==> src/rtl/satalnk_pkg.sv <==
// Shared SATA link-layer definitions.
//   - Primitive dwords as transmitted (K28.5-led control words).
//   - 33-bit primitive words {primitive flag, dword} for the TX path.
//   - State encoding for the TX ALIGN inserter (satalnk_txalign).
package satalnk_pkg;

    // Primitive dwords
    localparam logic [31:0] DW_ALIGN = 32'h7b4a_4abc;
    localparam logic [31:0] DW_SYNC  = 32'hb5b5_957c;
    localparam logic [31:0] DW_CONT  = 32'h9999_aa7c;
    localparam logic [31:0] DW_DMAT  = 32'h3636_b57c;
    localparam logic [31:0] DW_EOF   = 32'hd5d5_b57c;
    localparam logic [31:0] DW_HOLD  = 32'hd5d5_aa7c;
    localparam logic [31:0] DW_HOLDA = 32'h9595_aa7c;
    localparam logic [31:0] DW_R_ERR = 32'h5656_b57c;
    localparam logic [31:0] DW_R_IP  = 32'h5555_b57c;
    localparam logic [31:0] DW_R_OK  = 32'h3535_b57c;
    localparam logic [31:0] DW_R_RDY = 32'h4a4a_957c;
    localparam logic [31:0] DW_SOF   = 32'h3737_b57c;
    localparam logic [31:0] DW_WTRM  = 32'h5858_b57c;
    localparam logic [31:0] DW_X_RDY = 32'h5757_b57c;

    // {primitive flag, dword} forms used by the TX path
    localparam logic [32:0] PRIM_ALIGN = {1'b1, DW_ALIGN};
    localparam logic [32:0] PRIM_SYNC  = {1'b1, DW_SYNC};

    // TX ALIGN inserter states
    typedef logic [1:0] txalign_state_t;

    localparam txalign_state_t ST_NORMAL = 2'd0;
    localparam txalign_state_t ST_ALIGN1 = 2'd1;
    localparam txalign_state_t ST_ALIGN2 = 2'd2;

endpackage

==> src/rtl/satalnk_txalign.sv <==
// SATA link TX dword mux with periodic ALIGN-pair insertion.
// Selects, per PHY dword slot, between an ALIGN pair, the framed packet
// stream, a link-FSM primitive request and SYNC, and registers the result.
//
// Ports
//   i_clk, i_reset          clock, synchronous active-high reset
//   s_valid/s_ready         packet stream handshake
//   s_primitive, s_data     packet dword and its primitive flag
//   s_last                  last beat of the packet (EOF)
//   i_prim_valid, i_prim    link-FSM primitive request
//   o_prim_ready            primitive request accepted this cycle
//   i_phy_ready             PHY consumes one dword this cycle
//   o_phy_primitive/_data   registered dword to the PHY
module satalnk_txalign
    import satalnk_pkg::*;
#(
    parameter logic [32:0] P_ALIGN          = PRIM_ALIGN,
    parameter logic [32:0] P_SYNC           = PRIM_SYNC,
    parameter int unsigned P_ALIGN_INTERVAL = 256
) (
    input  logic        i_clk,
    input  logic        i_reset,
    input  logic        s_valid,
    output logic        s_ready,
    input  logic        s_primitive,
    input  logic [31:0] s_data,
    input  logic        s_last,
    input  logic        i_prim_valid,
    input  logic [31:0] i_prim,
    output logic        o_prim_ready,
    input  logic        i_phy_ready,
    output logic        o_phy_primitive,
    output logic [31:0] o_phy_data
);

    localparam int unsigned     CntW    = $clog2(P_ALIGN_INTERVAL);
    localparam logic [CntW-1:0] CntLast = CntW'(P_ALIGN_INTERVAL - 1);

    txalign_state_t  state_q, state_d;
    logic [CntW-1:0] cnt_q, cnt_d;
    logic            in_packet_q, in_packet_d;
    logic [32:0]     out_q, out_d;

    logic normal;
    logic last_slot;
    logic s_fire;
    logic p_fire;

    assign normal    = (state_q == ST_NORMAL);
    assign last_slot = (cnt_q == CntLast);

    // The last NORMAL slot of an interval still carries a source dword; the
    // sources stall only during the two ALIGN slots that follow it. Once a
    // packet has started, the primitive path is locked out until EOF.
    assign s_ready      = i_phy_ready && normal && (in_packet_q || !i_prim_valid);
    assign o_prim_ready = i_phy_ready && normal && !in_packet_q;

    // Mutually exclusive by construction of the two readies.
    assign s_fire = s_valid && s_ready;
    assign p_fire = i_prim_valid && o_prim_ready;

    always_comb begin
        state_d     = state_q;
        cnt_d       = cnt_q;
        in_packet_d = in_packet_q;
        out_d       = out_q;

        if (i_phy_ready) begin
            case (state_q)
                ST_NORMAL: begin
                    if (last_slot) begin
                        cnt_d   = '0;
                        state_d = ST_ALIGN1;
                    end else begin
                        cnt_d = cnt_q + 1'b1;
                    end

                    if (s_fire) begin
                        out_d       = {s_primitive, s_data};
                        in_packet_d = !s_last;
                    end else if (p_fire) begin
                        out_d = {1'b1, i_prim};
                    end else begin
                        out_d = P_SYNC;
                    end
                end
                ST_ALIGN1: begin
                    out_d   = P_ALIGN;
                    state_d = ST_ALIGN2;
                end
                ST_ALIGN2: begin
                    out_d   = P_ALIGN;
                    state_d = ST_NORMAL;
                end
                default: begin
                    // Unreachable encoding: recover to NORMAL with an idle dword.
                    out_d   = P_SYNC;
                    state_d = ST_NORMAL;
                end
            endcase
        end
    end

    always_ff @(posedge i_clk) begin
        if (i_reset) begin
            state_q     <= ST_NORMAL;
            cnt_q       <= '0;
            in_packet_q <= 1'b0;
            out_q       <= P_SYNC;
        end else begin
            state_q     <= state_d;
            cnt_q       <= cnt_d;
            in_packet_q <= in_packet_d;
            out_q       <= out_d;
        end
    end

    assign o_phy_primitive = out_q[32];
    assign o_phy_data      = out_q[31:0];

endmodule
==> config.mk <==
export PLATFORM = sky130hd
export DESIGN_NAME = satalnk_txalign
export DESIGN_NICKNAME = d
export VERILOG_FILES = /design/src/rtl/satalnk_pkg.sv /design/src/rtl/satalnk_txalign.sv
export SDC_FILE = /design/constraint.sdc
export NUM_CORES = 1
export LEC_CHECK = 0
export CORE_MARGIN = 2
export CORE_UTILIZATION = 40
export CTS_CLUSTER_DIAMETER = 80
export CTS_CLUSTER_SIZE = 24
export DETAILED_ROUTE_END_ITERATION = 16
export GPL_TIMING_DRIVEN = 0
export PLACE_DENSITY_LB_ADDON = 0.12
export SLEW_MARGIN = 10
export SYNTH_ARGS = -nofsm -noshare
export SYNTH_HDL_FRONTEND = slang
export SYNTH_SLANG_ARGS = --single-unit
==> constraint.sdc <==
create_clock -name i_clk -period 3.5 [get_ports i_clk]
set_input_delay 0.7 -clock i_clk [delete_from_list [all_inputs] [get_ports i_clk]]
set_output_delay 0.7 -clock i_clk [all_outputs]
set_load 0.01 [all_outputs]
Fig. 1: run 1, cells by drive strength
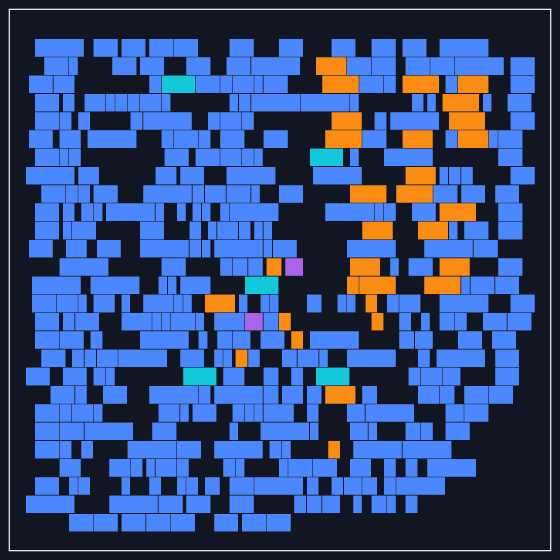
colour	size	cells	share
blue	_0 and _1 cells	344	90%
cyan	_6 and larger	5	1.3%
purple	_3 and _4 cells	2	0.52%
orange	_2 cells	30	7.9%

Fig. 2: run 1, logic cells by family
The bar under the picture is 20 µm long.
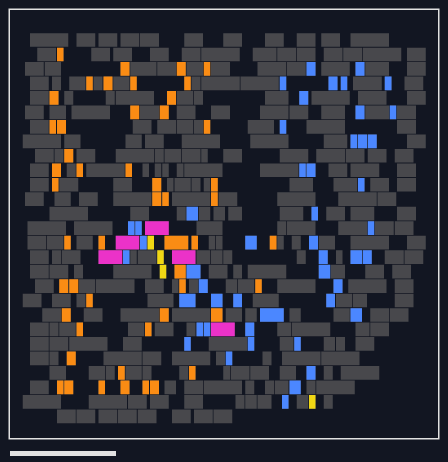
colour	family	cells
yellow	inverters	4
magenta	adder and majority cells	5
orange	NOR gates	50
blue	NAND gates	48

==> flow_summary_export.csv, run 1 <==
group,metric,value,unit
status,outcome,"complete, no violations",
sta,fin_worst_skew,7.77,ps
sta,rsz0062_at_grt,"false",
finish,clkbuf_count,5,
global_routing,grt_pass1_wl,11300,µm
power_and_ir_drop,p_comb,0.228,mW
finish,fin_nets,459,
routing,routed_wl,6850,µm
logic_synthesis,synth_flops,44,
finish,reg.largest.list,"out_q: 33 flops, cnt_q: 8 flops, state_q: 2 flops",
clock_network,clock_latency,290,ps
finish,regMostFlops,"out_q",
finish,inv_count,4,
sta,slew_violations,0,
worst_hold_path,hold_depth,2,
routing,vias,2514,
clock_network,cts_buffer_depth,2,
sta,hold_slack,483,ps
power_and_ir_drop,pwr-share-clk,27.8,%
power_and_ir_drop,power_switching,0.272,mW
logic_synthesis,ys_types,40,
finish,seq_cell_count,44,
setup_path,endpoint,"s_ready",
floorplanning,core-area,5570,µm²
sta,relSlewSlack,51.3,%
finish,lay_top_cells,"clkdlybuf4s50_1, dfxtp_1, nor2_1",
placement,gp_congestion,0.812,
logic_synthesis,top_logic_kind,"AND-OR/OR-AND gates",
routing,dr_wl_met2,3220,µm
setup_path,timing.rr.end,"out_q[21]$_SDFFE_PP1P_",
logic_synthesis,simple_gate_share,23.7,%
routing,drc,0,
logic_synthesis,ys_chip_area,2340,µm²
finish,areaGrowthSynthToFinish,51.8,%
Fig. 3: run 1, M3 wires
Cells faint in the background.
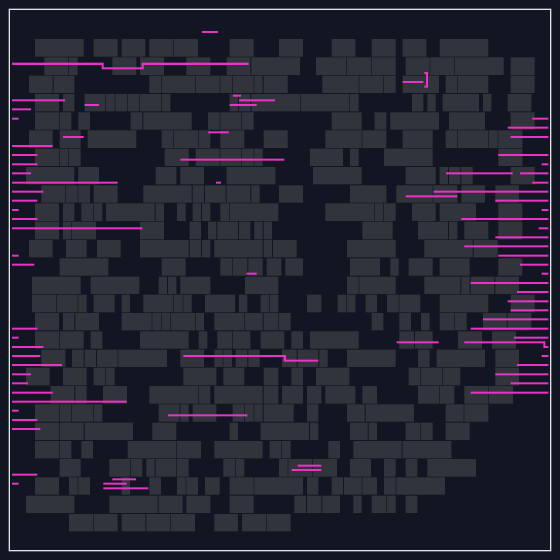
wire length on this layer	479 µm
share of all routed wire	7.0%
longest straight run	19.1 µm
nets with wire on the layer	79

Fig. 4: run 1, routing congestion
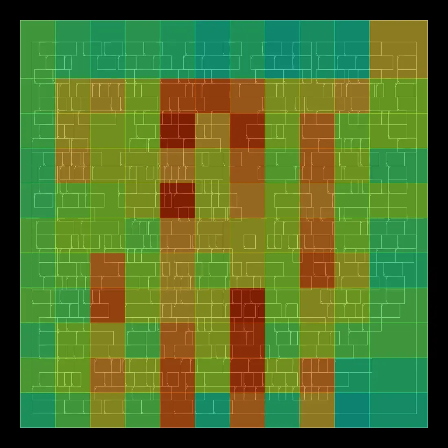
Routed wire per std cell: 15.1 µm
met3 usage: 5.73%
GRT busiest layer: met2
met1 Usage GRT: 27.2%
GRT Resource Usage Total: 22.3%

==> run 1: synthesized netlist by cell type <==
cell,n
and4b_1,1
or2_2,1
a221oi_2,10
nor3b_2,1
nor3_1,20
o211ai_1,1
xor2_1,1
nand2_1,21
clkbuf_1,13
inv_1,4
a221oi_1,15
or3_1,5
o21ai_0,22
a21oi_1,7
nor2b_1,2
nand4b_1,1
dfxtp_1,44
nand3_1,17
nand2b_1,6
a41oi_1,1
ha_1,5
and3_1,1
a41o_1,1
a31oi_1,1
mux2i_1,2
or4_1,2
a22oi_2,10
and4_1,1
nor2_1,27
buf_2,7
nand4_1,1
a311o_1,1
nand3b_1,1
nand4_2,1
o31ai_1,1
o221ai_1,8
buf_4,2
buf_1,1
a21boi_1,3
and2_1,2
Fig. 5: run 1, routed clock nets over the placement
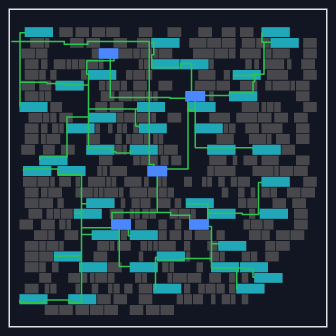

==> run 1 -> run 2 <==
--- a/config.mk
+++ b/config.mk
@@ -6,12 +6,12 @@
 export NUM_CORES = 1
 export LEC_CHECK = 0
 export CORE_MARGIN = 2
-export CORE_UTILIZATION = 40
+export CORE_UTILIZATION = 45
 export CTS_CLUSTER_DIAMETER = 80
 export CTS_CLUSTER_SIZE = 24
 export DETAILED_ROUTE_END_ITERATION = 16
 export GPL_TIMING_DRIVEN = 0
-export PLACE_DENSITY_LB_ADDON = 0.12
+export PLACE_DENSITY_LB_ADDON = 0.2
 export SLEW_MARGIN = 10
 export SYNTH_ARGS = -nofsm -noshare
 export SYNTH_HDL_FRONTEND = slang
==> constraint.sdc (replaced) <==
create_clock -name i_clk -period 3.8 [get_ports i_clk]
set_input_delay 0.76 -clock i_clk [delete_from_list [all_inputs] [get_ports i_clk]]
set_output_delay 0.76 -clock i_clk [all_outputs]
set_load 0.01 [all_outputs]
Fig. 6: run 2, routed clock nets over the placement
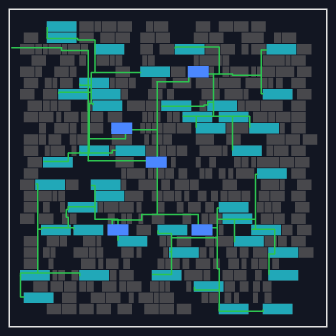
[green] clock wires | length: 547 µm
[blue] clock drivers | count: 5
[cyan] flip-flops | count: 44
routed clock nets	6
flops lie	widely spread

==> run 2 against run 1 <==
Total power down 4.4%. Synthesized cell count unchanged. Clock skew up 1.8 ps.
==> flow_summary_export.csv, run 2 <==
group,metric,value,unit
global_routing,grt_pass1_wl,11400,µm
sta,fin_worst_skew,9.53,ps
sta,relSlewSlack,52.1,%
finish,seq_cell_count,44,
logic_synthesis,synth_flops,44,
setup_path,timing.rr.end,"out_q[20]$_SDFFE_PP1P_",
sta,slew_violations,0,
global_routing,use_met3,5.45,%
sta,rsz0062_at_grt,"false",
logic_synthesis,common_cells,"dfxtp_1, nor2_1, o21ai_0",
placement,gp_congestion,0.816,
power_and_ir_drop,pwr-share-clk,30.4,%
global_routing,grt_most_used_layer,"met2",
routing,drc,0,
logic_synthesis,ff_type,"dfxtp_1",
power_and_ir_drop,p_comb,0.210,mW
worst_hold_path,hold_depth,2,
finish,areaGrowthSynthToFinish,52.7,%
power_and_ir_drop,power_switching,0.261,mW
floorplanning,core-area,5070,µm²
finish,reg.largest.list,"out_q: 33 flops, cnt_q: 8 flops, state_q: 2 flops",
routing,vias,2515,
status,outcome,"complete, no violations",
finish,fin_nets,459,
logic_synthesis,yosysMostFrequentCell,"dfxtp_1",
finish,clkbuf_count,6,
finish,inv_count,4,
logic_synthesis,synth-edff-count,0,
logic_synthesis,async_reset_ff_share,0,%
finish,lay_top_cells,"clkdlybuf4s50_1, dfxtp_1, nor2_1",
clock_network,cts_buffer_depth,2,
routing,routed_wl,6820,µm
clock_network,clock_latency,300,ps
Fig. 7: run 2, routing congestion
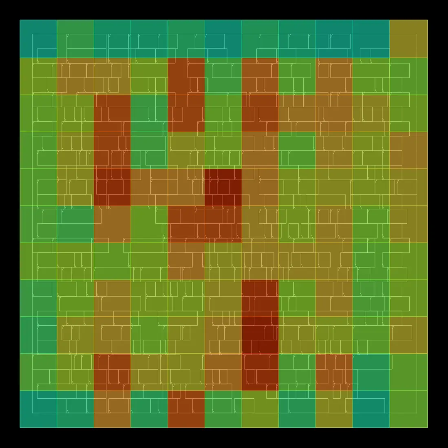
Core Util, Final: 70.3%
Routed wire per std cell: 15.0 µm
met2 track demand over resource: 39.5%
met1 Usage GRT: 31.0%
GRT Resource Usage Total: 23.6%

[run 2: cell counts after synthesis]
Identical to the previous run, type by type.
[run 2: kinds of logic after synthesis]
group	synth area share [%]
AND-OR/OR-AND	29.7
AND/OR/NAND/NOR	23.7
buffers and inverters	5.03
flip-flops	37.7
adder cells (fa/ha/maj)	2.68
multiplexers	0.857
XOR/XNOR	0.375
[run 2: worst max path at each step]
stage                       from      end  slack (ps)
floorplan           i_prim_valid  s_ready        1760
global placement    i_prim_valid  s_ready         600
detailed placement  i_prim_valid  s_ready         570
CTS                 i_prim_valid  s_ready         570
global route        i_prim_valid  s_ready         490
finish              i_prim_valid  s_ready         570
[run 2: tightest hold or removal path, cell delays in order (launching register included)]
cell     delay (ps)
dfxtp_1         340
nand2_1          60
a21oi_1          50
Power and IR drop assume default switching activity.
